**src/rtl/pp_row_gen_pkg.sv**
```systemverilog
// Shared types and helpers for the partial-product row generator.
package ppgen_pkg;

    localparam int MAX_W = 64;

    typedef enum logic {
        IDLE = 1'b0,
        EMIT = 1'b1
    } state_e;

    function automatic int idx_w(input int w);
        return $clog2(w);
    endfunction

    // Lowest set bit of b at or above 'from' among rows 0..w-2; row w-1 is the fallback.
    function automatic int next_set_bit(input logic [MAX_W-1:0] b, input int from, input int w);
        int r;
        r = w - 1;
        for (int k = MAX_W - 2; k >= 0; k--) begin
            if (k >= from && k < w - 1 && b[k]) r = k;
        end
        return r;
    endfunction

endpackage

```
**src/rtl/pp_row_gen_if.sv**
```systemverilog
// Operand-issue and row-output handshake bundle of the row generator.
interface pp_row_gen_if
    import ppgen_pkg::*;
#(
    parameter int W = 8
);
    localparam int IW = idx_w(W);

    logic          in_valid;
    logic          in_ready;
    logic [W-1:0]  in_a;
    logic [W-1:0]  in_b;
    logic          in_signed;
    logic          pp_valid;
    logic          pp_ready;
    logic [W-1:0]  pp_row;
    logic [IW-1:0] pp_idx;
    logic          pp_last;
    logic          pp_corr;
    logic          busy;

    modport master (
        output in_valid, in_a, in_b, in_signed, pp_ready,
        input  in_ready, pp_valid, pp_row, pp_idx, pp_last, pp_corr, busy
    );

    modport slave (
        input  in_valid, in_a, in_b, in_signed, pp_ready,
        output in_ready, pp_valid, pp_row, pp_idx, pp_last, pp_corr, busy
    );

endinterface

```
**src/rtl/pp_row_gen_row_logic.sv**
```systemverilog
// Combinational formation of one gated partial-product row (unsigned or Baugh-Wooley).
module pp_row_logic #(
    parameter int W = 8
) (
    input  logic [W-1:0] a_i,
    input  logic         b_bit_i,
    input  logic         last_row_i,
    input  logic         signed_i,
    input  logic         valid_i,
    output logic [W-1:0] row_o
);

    logic [W-1:0] and_row;

    assign and_row = a_i & {W{b_bit_i}};

    always_comb begin
        row_o = and_row;
        // Baugh-Wooley: the sign column is inverted on ordinary rows, the magnitude bits on the sign row
        if (signed_i) begin
            if (last_row_i) begin
                row_o        = ~and_row;
                row_o[W-1]   = and_row[W-1];
            end else begin
                row_o[W-1]   = ~and_row[W-1];
            end
        end
        if (!valid_i) row_o = '0;
    end

endmodule

```
**src/rtl/pp_row_gen.sv**
```systemverilog
// Latches a W x W operand pair and streams one gated partial-product row per handshake.
module pp_row_gen
    import ppgen_pkg::*;
#(
    parameter int W         = 8,
    parameter bit SKIP_ZERO = 1'b0
) (
    input logic        clk,
    input logic        rst,
    pp_row_gen_if.slave pp_if
);

    localparam int            IW       = idx_w(W);
    localparam logic [IW-1:0] LAST_IDX = IW'(W - 1);

    state_e        state_q, state_d;
    logic [W-1:0]  a_q, a_d;
    logic [W-1:0]  b_q, b_d;
    logic          sgn_q, sgn_d;
    logic [IW-1:0] idx_q, idx_d;
    logic          corr_q, corr_d;
    logic          vld;
    logic          last_row;

    function automatic logic [IW-1:0] skip_from(input logic [W-1:0] b, input int from);
        return IW'(next_set_bit(MAX_W'(b), from, W));
    endfunction

    assign vld      = (state_q == EMIT);
    assign last_row = (idx_q == LAST_IDX);

    always_comb begin
        state_d = state_q;
        a_d     = a_q;
        b_d     = b_q;
        sgn_d   = sgn_q;
        idx_d   = idx_q;
        corr_d  = corr_q;
        unique case (state_q)
            IDLE: begin
                if (pp_if.in_valid) begin
                    a_d     = pp_if.in_a;
                    b_d     = pp_if.in_b;
                    sgn_d   = pp_if.in_signed;
                    corr_d  = pp_if.in_signed;
                    state_d = EMIT;
                    idx_d   = (SKIP_ZERO && !pp_if.in_signed) ? skip_from(pp_if.in_b, 0) : '0;
                end
            end
            EMIT: begin
                if (pp_if.pp_ready) begin
                    corr_d = 1'b0;
                    if (last_row) begin
                        state_d = IDLE;
                        idx_d   = '0;
                    end else if (SKIP_ZERO && !sgn_q) begin
                        idx_d = skip_from(b_q, int'(idx_q) + 1);
                    end else begin
                        idx_d = idx_q + 1'b1;
                    end
                end
            end
            default: state_d = IDLE;
        endcase
    end

    always_ff @(posedge clk) begin
        if (rst) begin
            state_q <= IDLE;
            idx_q   <= '0;
            corr_q  <= 1'b0;
        end else begin
            state_q <= state_d;
            idx_q   <= idx_d;
            corr_q  <= corr_d;
        end
    end

    // Operand registers carry no reset; every row they feed is gated by the FSM state.
    always_ff @(posedge clk) begin
        a_q   <= a_d;
        b_q   <= b_d;
        sgn_q <= sgn_d;
    end

    pp_row_logic #(.W(W)) u_row (
        .a_i        (a_q),
        .b_bit_i    (b_q[idx_q]),
        .last_row_i (last_row),
        .signed_i   (sgn_q),
        .valid_i    (vld),
        .row_o      (pp_if.pp_row)
    );

    assign pp_if.in_ready = (state_q == IDLE);
    assign pp_if.busy     = vld;
    assign pp_if.pp_valid = vld;
    assign pp_if.pp_idx   = idx_q;
    assign pp_if.pp_last  = vld && last_row;
    assign pp_if.pp_corr  = vld && corr_q;

endmodule
```
**src/flat_wrapper.sv**
```systemverilog
// flat-port wrapper written by rule: the top's interface ports become plain ports
module pp_row_gen_flat import ppgen_pkg::*;
#(
    parameter int W         = 8,
    parameter bit SKIP_ZERO = 1'b0
)
  (clk, rst, pp_if_in_valid, pp_if_in_a, pp_if_in_b, pp_if_in_signed, pp_if_pp_ready, pp_if_in_ready, pp_if_pp_valid, pp_if_pp_row, pp_if_pp_idx, pp_if_pp_last, pp_if_pp_corr, pp_if_busy);
  pp_row_gen_if #(.W(W)) pp_if_i ();
  input logic clk;
  input logic rst;
  input wire logic [$bits(pp_if_i.in_valid)-1:0] pp_if_in_valid;
  input wire logic [$bits(pp_if_i.in_a)-1:0] pp_if_in_a;
  input wire logic [$bits(pp_if_i.in_b)-1:0] pp_if_in_b;
  input wire logic [$bits(pp_if_i.in_signed)-1:0] pp_if_in_signed;
  input wire logic [$bits(pp_if_i.pp_ready)-1:0] pp_if_pp_ready;
  output wire logic [$bits(pp_if_i.in_ready)-1:0] pp_if_in_ready;
  output wire logic [$bits(pp_if_i.pp_valid)-1:0] pp_if_pp_valid;
  output wire logic [$bits(pp_if_i.pp_row)-1:0] pp_if_pp_row;
  output wire logic [$bits(pp_if_i.pp_idx)-1:0] pp_if_pp_idx;
  output wire logic [$bits(pp_if_i.pp_last)-1:0] pp_if_pp_last;
  output wire logic [$bits(pp_if_i.pp_corr)-1:0] pp_if_pp_corr;
  output wire logic [$bits(pp_if_i.busy)-1:0] pp_if_busy;
  assign pp_if_i.in_valid = pp_if_in_valid;
  assign pp_if_i.in_a = pp_if_in_a;
  assign pp_if_i.in_b = pp_if_in_b;
  assign pp_if_i.in_signed = pp_if_in_signed;
  assign pp_if_i.pp_ready = pp_if_pp_ready;
  assign pp_if_in_ready = pp_if_i.in_ready;
  assign pp_if_pp_valid = pp_if_i.pp_valid;
  assign pp_if_pp_row = pp_if_i.pp_row;
  assign pp_if_pp_idx = pp_if_i.pp_idx;
  assign pp_if_pp_last = pp_if_i.pp_last;
  assign pp_if_pp_corr = pp_if_i.pp_corr;
  assign pp_if_busy = pp_if_i.busy;
  pp_row_gen #(.W(W), .SKIP_ZERO(SKIP_ZERO)) u_core (.clk(clk), .rst(rst), .pp_if(pp_if_i));
endmodule
```
**config.mk**
```make
export PLATFORM = sky130hd
export DESIGN_NAME = pp_row_gen_flat
export DESIGN_NICKNAME = d
export VERILOG_FILES = /design/src/rtl/pp_row_gen_pkg.sv /design/src/rtl/pp_row_gen_if.sv /design/src/rtl/pp_row_gen_row_logic.sv /design/src/rtl/pp_row_gen.sv /design/src/flat_wrapper.sv
export SDC_FILE = /design/constraint.sdc
export NUM_CORES = 1
export LEC_CHECK = 0
export CORE_MARGIN = 3
export CORE_UTILIZATION = 46
export DETAILED_ROUTE_END_ITERATION = 8
export HOLD_SLACK_MARGIN = 0.05
export PLACE_DENSITY = 0.86
export SYNTH_ARGS = -nofsm -noshare
export SYNTH_HDL_FRONTEND = slang
export SYNTH_HIERARCHICAL = 1
export SYNTH_SLANG_ARGS = --single-unit
```
**constraint.sdc**
```tcl
create_clock -name clk -period 3.7 [get_ports clk]
set_clock_uncertainty 0.2 [all_clocks]
set_input_delay 0.37 -clock clk [delete_from_list [all_inputs] [get_ports clk]]
set_output_delay 0.37 -clock clk [all_outputs]
set_load 0.05 [all_outputs]
```
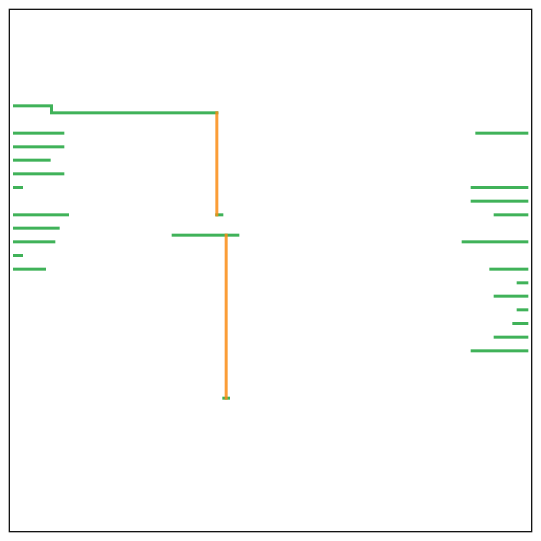
Figure 1: run 1, metal layers overlaid.
Drawn at 10 px/micron. Only two layers are drawn.
legend:
  metal 4:
    color: orange
    wire_length: 26.5 microns
  metal 3:
    color: green
    wire_length: 108 microns

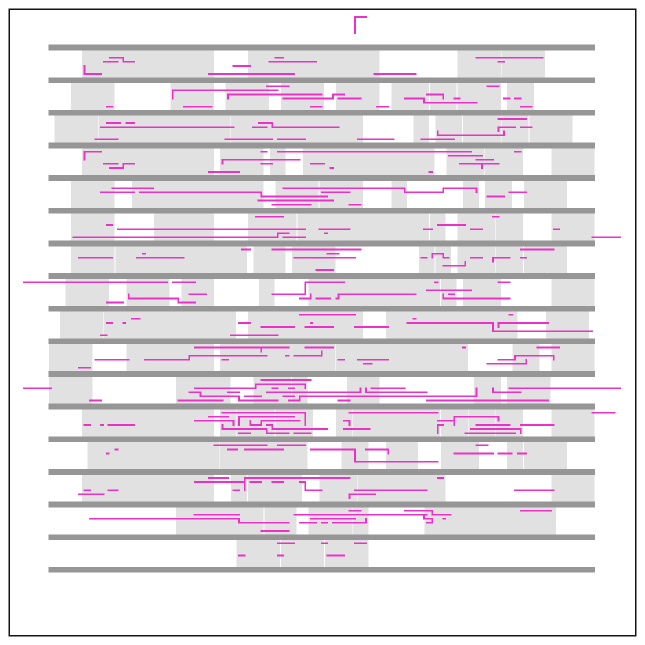
Figure 2: run 1, metal 1.
Drawn at 12 px/micron. Supply wires on this layer in gray.
share of all routed wire: 39%
wire length on this layer: 716 microns
nets with wire on the layer: 111
main direction: horizontal

==> results_dict.tcl, run 1 <==
# metrics dict for downstream scripts
set metrics [dict create \
    crit_buf_inv 1 \
    synth_area_sq_um 977 \
    drive_gt1_frac 0.0636 \
    crit_family "multiplexers" \
    timing.rr.start "u_core/pp_if.busy$_SDFF_PP0_" \
    signal_buffers 37 \
    netlist-cell-type-count 19 \
    grt_antenna_before_repair 0 \
    seq_cell_power_mw 0.288 \
    flops 22 \
    edf_count 17 \
    finalMaxSlewViolations 0 \
    nets 134 \
    slew_headroom 0.655 \
    place_area_sq_um 1360 \
    htreeDepth 1 \
    fin_crit_sh 0.929 \
    cts_max_path_buffers 2 \
    status "finished clean" \
    area_growth_pct 43.0 \
    design_area_sq_um 1400 \
    ir_worst_vdd_v 0.000252 \
    grt_max_degree 21 \
    hold_buffers 0 \
    dp_slack_ns 0.583 \
    synth_flops 22 \
    ys_cells 72 \
    clkCellAreaFrac 0.0260 \
    worstSkewPairLatency_ns 0.30 \
    dp.cells 133 \
    postCtsSetupBuffers 0 \
    die_h_microns 52.1 \
    ys_seq_share 0.625 \
    min_path_cells 2 \
    ys_warn_count 6 \
    wirelength_met1_microns 715 \
    vias 685 \
    critPathCaptureType "output pin" \
    cts_tree "built" \
    mostFrequentLayoutCell "clkdlybuf4s50_1" \
    hold-worst-slack_ns 0.309 \
    rrSetupSlack_ns 2.14 \
    hp-start "u_core/corr_q$_SDFFE_PP0P_" \
    top_power_group "sequential cells" \
    synth-xor-area-share 0.0717 \
    postCtsResizedCells 0 \
    startpoint "u_core/pp_if.pp_idx[0]$_SDFFE_PP0P_" \
    gp_routability_congestion 0.694 \
    portBuffers 36 \
    fp_util 0.493 \
    met3_length_microns 107 \
    clk_pin_slew_ns 0.11 \
    async_flop_share 0 \
    logic_area_sq_um 345 \
    worst_ep_required_time_ns 3.13 \
    cp_max_fo 8 \
    layout_setup_ws_ns 0.261 \
    top_layer_used "met4" \
    log.warning_count 26 \
    pg_clk_mw 0.126 \
    die_area_sq_um 2710 \
    grt_overflow 0 \
    netlist_top_cells_count "edfxtp_1 (17), and2_1 (10), nand2_1 (8)" \
    area.sequential_sq_um 611 \
    power.leakage_nw 0.500 \
    cp_num_cells 6 \
    seq_share 0.437 \
    fill_cells 147 \
    dr.pass1.iters 4 \
    mux_share 0.0755 \
    power.internal_mw 0.383 \
    io_pins 37 \
    max_clock_freq_mhz 291 \
    synthTopCellsByArea "edfxtp_1 (52%), dfxtp_1 (10%), and2_1 (6.4%)" \
    worstHoldPathType "register to register" \
    max_cap_viol_count 0 \
    yosys.area_share.aoi 0.0435 \
    met2WireLength_microns 969 \
]
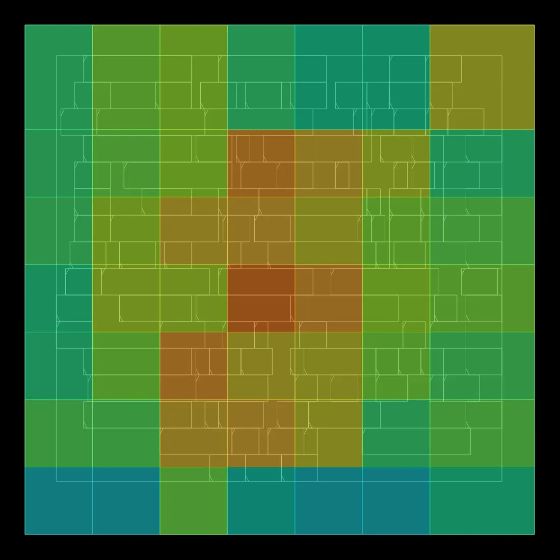
Figure 3: run 1, routing congestion.
met1 usage: 0.177
routed length per instance: 13.3 microns
met3 usage: 0.0344
grt met2 use: 0.262

==> inputs of run 2 (changes only) <==
- RECOVER_POWER: unset -> 100
- TNS_END_PERCENT: unset -> 30
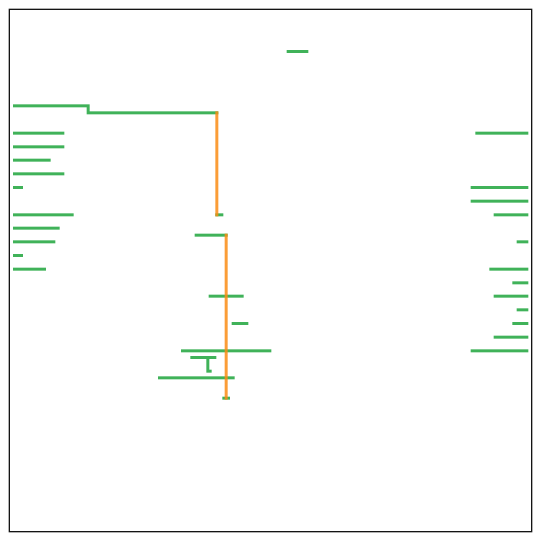
Figure 4: run 2, metal layers overlaid.
Drawn at 10 px/micron. Only two layers are drawn.
WL final: 1820 microns
routed vias: 692
GRT Overall Usage: 0.151
routed length per instance: 13.3 microns

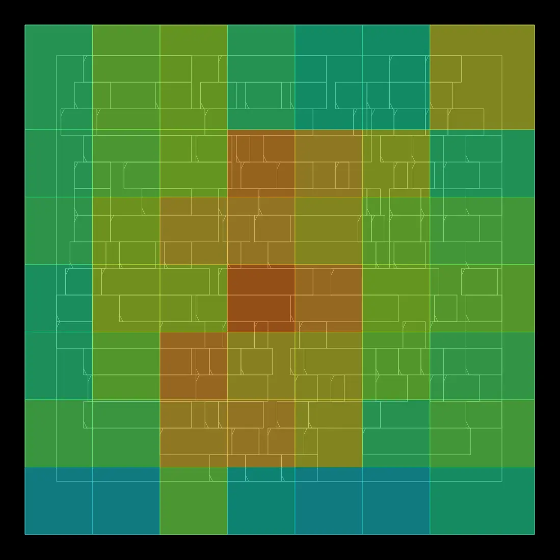
Figure 5: run 2, routing congestion.
Util after Layout: 0.703
GR peak layer: met2

==> run 2 against run 1 <==
Via count rose by 1.0%. Clock power hardly changed. Core utilization down 0.19 points. Critical path depth unchanged. First-iteration DRC count is the same. Critical endpoint is now pp_if_pp_row[7]. Register-to-register slack lost 0.36 ns. Cell area down 0.27%. Maximum frequency fell by 1.4%. Worst setup slack got worse by 0.047 ns. Final cell count unchanged. Sequential power hardly changed.
==> results_dict.tcl, run 2 <==
# metrics dict for downstream scripts
set metrics [dict create \
    log.warning_count 26 \
    synth_area_sq_um 977 \
    wirelength_met1_microns 702 \
    status "finished clean" \
    synthTopCellsByArea "edfxtp_1 (52%), dfxtp_1 (10%), and2_1 (6.4%)" \
    portBuffers 36 \
    mostFrequentLayoutCell "dlygate4sd3_1" \
    slew_headroom 0.404 \
    die_h_microns 52.1 \
    finalMaxSlewViolations 0 \
    signal_buffers 37 \
    cp_max_fo 8 \
    ys_seq_share 0.625 \
    global_route.usage.met2 0.262 \
    dp_slack_ns 0.583 \
    cts_tree "built" \
    edf_count 17 \
    max_cap_viol_count 0 \
    hold-worst-slack_ns 0.308 \
    ys_warn_count 6 \
    grt_max_degree 21 \
    top_layer_used "met4" \
    gp_routability_congestion 0.694 \
    hp-start "u_core/corr_q$_SDFFE_PP0P_" \
    flops 22 \
    postCtsSetupBuffers 0 \
    design_area_sq_um 1390 \
    worst_ep_required_time_ns 3.13 \
    startpoint "u_core/pp_if.pp_idx[0]$_SDFFE_PP0P_" \
    dp.cells 133 \
    die_area_sq_um 2710 \
    layout_setup_ws_ns 0.214 \
    hold_buffers 0 \
    area.sequential_sq_um 611 \
    seq_cell_power_mw 0.288 \
    worstHoldPathType "register to register" \
    dr.pass1.iters 4 \
    crit_family "multiplexers" \
    crit_buf_inv 1 \
    drive_gt1_frac 0.0545 \
    htreeDepth 1 \
    netlist_top_cells_count "edfxtp_1 (17), and2_1 (10), nand2_1 (8)" \
    io_pins 37 \
    met3_usage 0.0344 \
    min_path_cells 2 \
    area_growth_pct 42.6 \
    fp_util 0.493 \
    postCtsResizedCells 0 \
    max_clock_freq_mhz 287 \
    rrSetupSlack_ns 1.78 \
    cts_max_path_buffers 2 \
    seq_share 0.438 \
    async_flop_share 0 \
    use_met1 0.177 \
    fin_crit_sh 0.942 \
    netlist-cell-type-count 19 \
    grt_antenna_before_repair 0 \
    ir_worst_vdd_v 0.000250 \
    grt_overflow 0 \
    clk_pin_slew_ns 0.11 \
    worstSkewPairLatency_ns 0.30 \
    clkCellAreaFrac 0.0260 \
    synth_flops 22 \
    fill_cells 149 \
]
==> inputs of run 3 (changes only) <==
- CORE_MARGIN: 3 -> unset
- CORE_UTILIZATION: 46 -> 45
- CTS_CLUSTER_DIAMETER: unset -> 60
- PLACE_DENSITY: 0.86 -> 0.85
- SYNTH_HIERARCHICAL: 1 -> unset
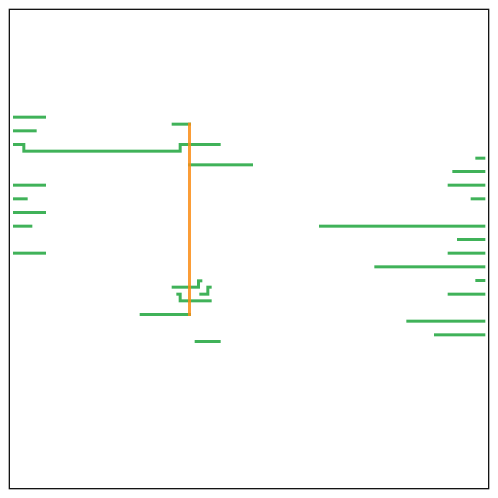
Figure 6: run 3, metal layers overlaid.
Drawn at 10 px/micron. Only two layers are drawn.
legend:
  metal 3:
    color: green
    wire_length: 120 microns
  metal 4:
    color: orange
    wire_length: 19.0 microns

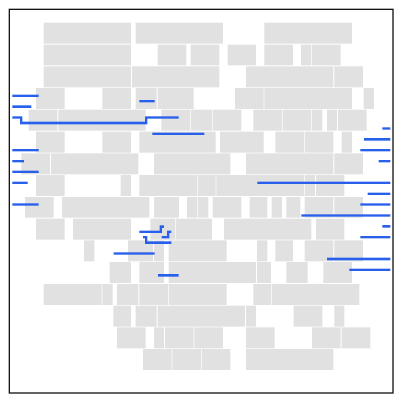
Figure 7: run 3, signal wires on met3.
Drawn at 8 px/micron.
longest straight run: 16.3 microns
share of all routed wire: 6.6%
wire length on this layer: 120 microns
main direction: horizontal
nets with wire on the layer: 25

==> run 3 against run 2 <==
Sequential power is essentially flat. Hold slack gained 0.0071 ns. First-iteration DRC count shrank 42%. Total power grew 11%. Critical path type unchanged. Register-to-register slack lost 0.04 ns. Count of clock-buffer cells in the layout shrank 1. Critical endpoint is now pp_if_pp_row[6].
==> results_dict.tcl, run 3 <==
# metrics dict for downstream scripts
set metrics [dict create \
    grt_overflow 0 \
    hold-worst-slack_ns 0.315 \
    cts_tree "built" \
    top_power_group "sequential cells" \
    dp.cells 128 \
    postCtsResizedCells 0 \
    pg_clk_mw 0.182 \
    status "finished clean" \
    clkCellAreaFrac 0.0380 \
    synth_area_sq_um 943 \
    timing.rr.start "u_core.pp_if.busy$_SDFF_PP0_" \
    use_met1 0.171 \
    hp-start "u_core.corr_q$_SDFFE_PP0P_" \
    fp_util 0.481 \
    worstHoldPathType "register to register" \
    grt_antenna_before_repair 0 \
    finalMaxSlewViolations 0 \
    die_area_sq_um 2280 \
    rrSetupSlack_ns 1.74 \
    worstSkewPairLatency_ns 0.31 \
    io_pins 37 \
    log.warning_count 26 \
    cp_max_fo 9 \
    area.sequential_sq_um 611 \
    logic_area_sq_um 318 \
    worst_ep_required_time_ns 3.13 \
    mux_share 0.146 \
    grt_max_degree 19 \
    hold_buffers 0 \
    portBuffers 36 \
    startpoint "u_core.pp_if.pp_idx[0]$_SDFFE_PP0P_" \
    global_route.usage.met2 0.316 \
    crit_buf_inv 1 \
    wl_microns 1830 \
    power.internal_mw 0.425 \
    mostFrequentLayoutCell "dlygate4sd3_1" \
]
No activity file was given, so power comes from the tool's default toggle rates.
